===== src/rtl/cdb_rr_arbiter.sv =====
// rtl/cdb_rr_arbiter.sv - buffered round-robin CDB arbiter, optional statistics under CDB_STATS_EN
module cdb_rr_arbiter #(
    parameter int TAG_W  = 8,
    parameter int DATA_W = 32,
    parameter int STAT_W = 16
) (
    input  logic                    clk,
    input  logic                    rst,
    input  logic                    ALU_cdb_request,
    input  logic [TAG_W+DATA_W-1:0] ALU_cdb_in,
    output logic                    ALU_cdb_accept,
    input  logic                    mul_cdb_request,
    input  logic [TAG_W+DATA_W-1:0] mul_cdb_in,
    output logic                    mul_cdb_accept,
    input  logic                    div_cdb_request,
    input  logic [TAG_W+DATA_W-1:0] div_cdb_in,
    output logic                    div_cdb_accept,
    input  logic                    ls_cdb_request,
    input  logic [TAG_W+DATA_W-1:0] ls_cdb_in,
    output logic                    ls_cdb_accept,
    output logic [TAG_W+DATA_W:0]   cdb,
    output logic [3:0]              slot_busy,
    input  logic [1:0]              stat_sel,
    output logic [STAT_W-1:0]       stat_grants,
    output logic [STAT_W-1:0]       stat_stalls
);
    localparam int PW = TAG_W + DATA_W;

    logic [3:0]    w_req;
    logic [PW-1:0] w_pay [4];
    logic [3:0]    w_accept;
    logic [3:0]    w_capture;
    logic [3:0]    w_drain;
    logic [1:0]    w_winner;
    logic [1:0]    w_idx;
    logic          w_any;

    logic [PW-1:0] r_slot [4];
    logic [3:0]    r_slot_valid;
    logic [1:0]    r_ptr;
    logic [PW:0]   r_cdb;

    assign w_req    = {ls_cdb_request, div_cdb_request, mul_cdb_request, ALU_cdb_request};
    assign w_pay[0] = ALU_cdb_in;
    assign w_pay[1] = mul_cdb_in;
    assign w_pay[2] = div_cdb_in;
    assign w_pay[3] = ls_cdb_in;

    // Pick the first occupied slot at or after the round-robin pointer
    always_comb begin
        w_drain  = '0;
        w_winner = r_ptr;
        w_idx    = r_ptr;
        w_any    = 1'b0;
        for (int k = 0; k < 4; k++) begin
            w_idx = r_ptr + k[1:0];
            if (!w_any && r_slot_valid[w_idx]) begin
                w_any    = 1'b1;
                w_winner = w_idx;
            end
        end
        if (w_any) begin
            w_drain[w_winner] = 1'b1;
        end
    end

    // A slot accepts when empty or when it is being drained this cycle; a null tag is accepted but never stored
    always_comb begin
        w_accept  = '0;
        w_capture = '0;
        for (int i = 0; i < 4; i++) begin
            w_accept[i]  = w_req[i] & (~r_slot_valid[i] | w_drain[i]) & ~rst;
            w_capture[i] = w_accept[i] & (w_pay[i][PW-1 -: TAG_W] != '0);
        end
    end

    // Slot capture/clear, pointer advance and registered broadcast
    always_ff @(posedge clk) begin
        if (rst) begin
            r_slot_valid <= '0;
            r_ptr        <= '0;
            r_cdb        <= '0;
        end else begin
            for (int i = 0; i < 4; i++) begin
                if (w_capture[i]) begin
                    r_slot[i]       <= w_pay[i];
                    r_slot_valid[i] <= 1'b1;
                end else if (w_drain[i]) begin
                    r_slot_valid[i] <= 1'b0;
                end
            end
            if (w_any) begin
                r_cdb <= {1'b1, r_slot[w_winner]};
                r_ptr <= w_winner + 2'd1;
            end else begin
                r_cdb <= '0;
            end
        end
    end

    assign ALU_cdb_accept = w_accept[0];
    assign mul_cdb_accept = w_accept[1];
    assign div_cdb_accept = w_accept[2];
    assign ls_cdb_accept  = w_accept[3];
    assign cdb            = r_cdb;
    assign slot_busy      = r_slot_valid;

`ifdef CDB_STATS_EN
    logic [STAT_W-1:0] r_grants [4];
    logic [STAT_W-1:0] r_stalls [4];

    // Saturating per-unit grant and stall counters
    always_ff @(posedge clk) begin
        if (rst) begin
            for (int i = 0; i < 4; i++) begin
                r_grants[i] <= '0;
                r_stalls[i] <= '0;
            end
        end else begin
            for (int i = 0; i < 4; i++) begin
                if (w_drain[i] && (r_grants[i] != {STAT_W{1'b1}})) begin
                    r_grants[i] <= r_grants[i] + 1'b1;
                end
                if (r_slot_valid[i] && !w_drain[i] && (r_stalls[i] != {STAT_W{1'b1}})) begin
                    r_stalls[i] <= r_stalls[i] + 1'b1;
                end
            end
        end
    end

    assign stat_grants = r_grants[stat_sel];
    assign stat_stalls = r_stalls[stat_sel];
`else
    logic w_unused_sel;

    assign w_unused_sel = ^stat_sel;
    assign stat_grants  = '0;
    assign stat_stalls  = '0;
`endif

endmodule


===== config.mk =====
export PLATFORM = sky130hd
export DESIGN_NAME = cdb_rr_arbiter
export DESIGN_NICKNAME = d
export VERILOG_FILES = /design/src/rtl/cdb_rr_arbiter.sv
export SDC_FILE = /design/constraint.sdc
export NUM_CORES = 1
export LEC_CHECK = 0
export ABC_AREA = 1
export CAP_MARGIN = 10
export CELL_PAD_IN_SITES_DETAIL_PLACEMENT = 1
export CELL_PAD_IN_SITES_GLOBAL_PLACEMENT = 1
export CORE_ASPECT_RATIO = 2
export CORE_MARGIN = 2
export CORE_UTILIZATION = 39
export DETAILED_ROUTE_END_ITERATION = 12
export PLACE_DENSITY_LB_ADDON = 0.1
export SYNTH_ARGS = -nofsm -noshare
export SYNTH_HDL_FRONTEND = slang
export SYNTH_SLANG_ARGS = --single-unit

===== constraint.sdc =====
create_clock -name clk -period 7.3 [get_ports clk]
set_input_delay 1.825 -clock clk [delete_from_list [all_inputs] [get_ports clk]]
set_output_delay 1.825 -clock clk [all_outputs]
set_load 0.02 [all_outputs]

run_1/density.png
11 x 21 tiles, from white (low) to dark blue (high), 0 to 100% covered.
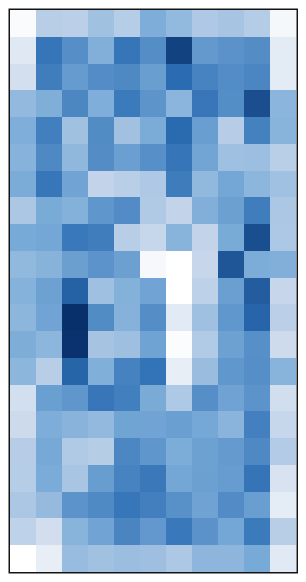
The mean over all tiles is 48%. 1.3% of the tiles are nearly empty. The fullest tile reaches 100%. 5.2% of the tiles are over 75% full.

run_1/met1.png
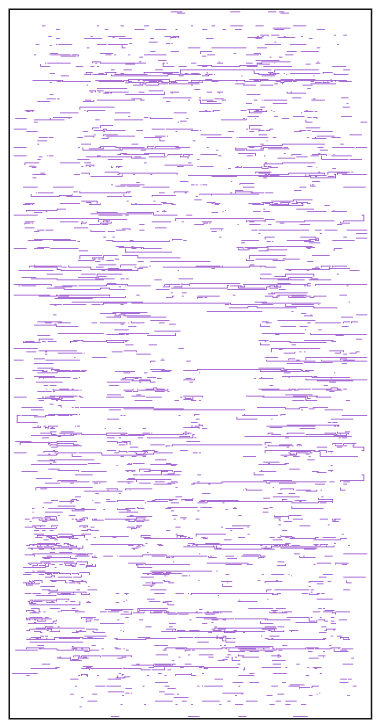
The layer holds 34% of the routed length. The longest straight run is 31.3 um. The wires run mostly horizontal. 984 nets have wire on it.

==> ci_impl_report.md, run 1 <==
## Implementation flow summary

| Metric | Value |
|---|---|
| CP delay by family, top | simple AND/OR/NAND/NOR gates |
| Hold endpoint | cdb[13] |
| Max FO, Critical Path | 84 |
| Async set-reset flop share out of synthesis | 0% |
| Synth Seq Share | 71.17% |
| Buffer share of cell area | 19.97% |
| Worst skew pair latency | 0.48 ns |
| Post-Synthesis Cells | 728 |
| Slowest-stage cell, CP | nand2_4 |
| Bufs and invs on worst path | 3 |
| Max-Cap Viols | 0 |
| Status | finished clean |
| Largest net degree at the start of global routing | 85 |
| Yosys Chip Area | 8073 um^2 |
| Seq power | 0.00159 W |
| Root buffer cell | clkbuf_16 |
| R2R Setup Slk | 3.27 ns |
| Width of the die | 105.7 um |
| Top comb family, area | simple AND/OR/NAND/NOR gates |
| # Cells Yosys | 728 |
| Core Util at FP | 39.63% |
| Comb area share | 17.89% |
| Simple-Gate Area Share | 17.16% |
| Tcrit/Tclk final | 80.47% |
| Filler instances | 2229 |
| Core footprint | 20370 um^2 |
| Fraction of area in registers | 52.83% |
| Leak Pwr | 4.144 nW |
| Internal Pwr Total | 0.002746 W |
| Design area | 10880 um^2 |
| DRT antenna net count | 0 |
| Classification of the worst setup path | reg2out |
| EDFF count, synth | 160 |
| Inverters | 21 |
| Highest Signal Layer | met4 |
| I/O pins | 249 |
| Crit path time final | 5.874 ns |
| Post-DP Area | 10270 um^2 |
| Clk sinks | 207 |
| Port bufs | 214 |
| WHS Path Cells | 2 |
| GR Layer Usage met3 | 3.956% |
| Layout Skew | 0.008236 ns |
| Vias in the first global route | 6393 |
| Share of cells above drive strength 1 | 4.531% |
run_1/final_placement.png
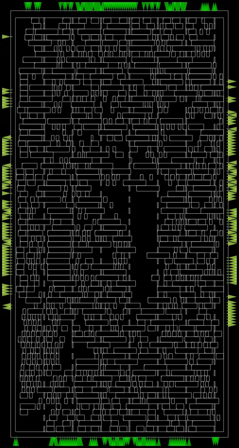
flip-flops: 207
Std-Cell Rows: 74

==> run 1 -> run 2 <==
Settings changed: CORE_UTILIZATION 39 to 32.
Clock period 7.3 ns to 5.05 ns, I/O delays scaled along.
run_2/met2.png
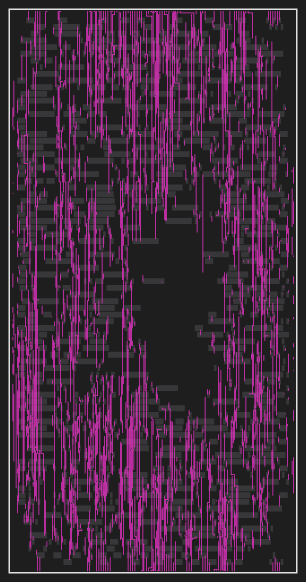
930 nets have wire on it. The longest straight run is 106 um. The wires run mostly vertical. The layer carries 13100 um of wire. The layer holds 56% of the routed length.

run_2/registers.png
Other sequential cells in the stronger grey, the rest of the logic in the fainter grey.
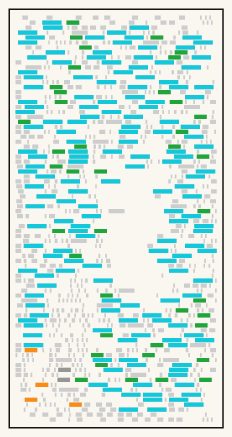
Orange stands for slot_busy, placed flops 4, where south-west. Green stands for cdb, placed flops 41, where all over the die. Cyan stands for r_slot, placed flops 160, where all over the die.

==> ci_impl_report.md, run 2 <==
## Implementation flow summary

| Metric | Value |
|---|---|
| Status | finished clean (unchanged) |
| Register share of total power | 32.8% (was 33.3%) |
| Grt ovf | 0 (unchanged) |
| Tcrit/Tclk final | 88.54% |
| Post-Synthesis Cells | 728 (unchanged) |
| Design area | 11030 um^2 (was 10880 um^2) |
| I/O pins | 249 (unchanged) |
| Full die area | 26590 um^2 (was 21940 um^2) |
| Post-DP Area | 10380 um^2 (was 10270 um^2) |
| Layout Skew | 0.009844 ns (was 0.008236 ns) |
| Buffer share of cell area | 19.83% (was 19.97%) |
| Flip-flops | 207 (unchanged) |
| Pre-CTS setup slack | 0.7995 ns (was 1.946 ns) |
| Top-area cell share | 59.52% (unchanged) |
| Crit path time final | 4.471 ns |
| Yosys Chip Area | 8073 um^2 (unchanged) |
| Max FO, Critical Path | 13 (was 84) |
| Max-Cap Viols | 0 (unchanged) |
| Async set-reset flop share out of synthesis | 0% (unchanged) |
| DRT antenna net count | 0 (unchanged) |
| Leak Pwr | 4.172 nW (was 4.144 nW) |
| Simple-Gate Area Share | 17.16% (unchanged) |
| Post-Place Cells | 1252 (was 1180) |
| Vias in the first global route | 6296 (was 6393) |
| Synth Seq Share | 71.17% (unchanged) |
| # Cells Yosys | 728 (unchanged) |
| Inverters | 21 (unchanged) |
| Core footprint | 24930 um^2 (was 20370 um^2) |
| OpenROAD warnings | 28 (unchanged) |
| GR Layer Usage met3 | 2.917% (was 3.956%) |
| Largest net degree at the start of global routing | 82 (was 85) |
| Clk sinks | 207 (unchanged) |
| EDFF count, synth | 160 (unchanged) |
| First-pass GRT wire length | 35130 um (was 34490 um) |
| Hold crit path type | reg2reg (unchanged) |
| Top comb family, area | simple AND/OR/NAND/NOR gates (unchanged) |
| Post-Layout Cell Count | 1291 (was 1218) |
| Bufs and invs on worst path | 2 (was 3) |
| Initial antenna violation count | 3 (unchanged) |
| Slowest-stage cell, CP | clkdlybuf4s50_1 (was nand2_4) |
| CP delay by family, top | simple AND/OR/NAND/NOR gates (unchanged) |
| Std-Cell Rows | 82 (was 74) |
| Largest register FFs | 160 (unchanged) |
| RSZ-0062 raised after global routing | no (unchanged) |
| Port bufs | 214 (unchanged) |
| Worst skew pair latency | 0.51 ns (was 0.48 ns) |
| Filler instances | 2759 (was 2229) |
| Hold endpoint | cdb[2] (was cdb[13]) |
| WHS Path Cells | 2 (unchanged) |
| Classification of the worst setup path | reg2out (unchanged) |
| Width of the die | 116.3 um (was 105.7 um) |
| Highest Signal Layer | met4 (unchanged) |
| Non-clock buffer count | 220 (was 218) |
| Share of cells above drive strength 1 | 4.832% (was 4.531%) |
| Core Util at FP | 32.38% (was 39.63%) |
| Internal Pwr Total | 0.004078 W (was 0.002746 W) |
| Comb area share | 17.68% (was 17.89%) |
No activity file was given, so power comes from the tool's default toggle rates.
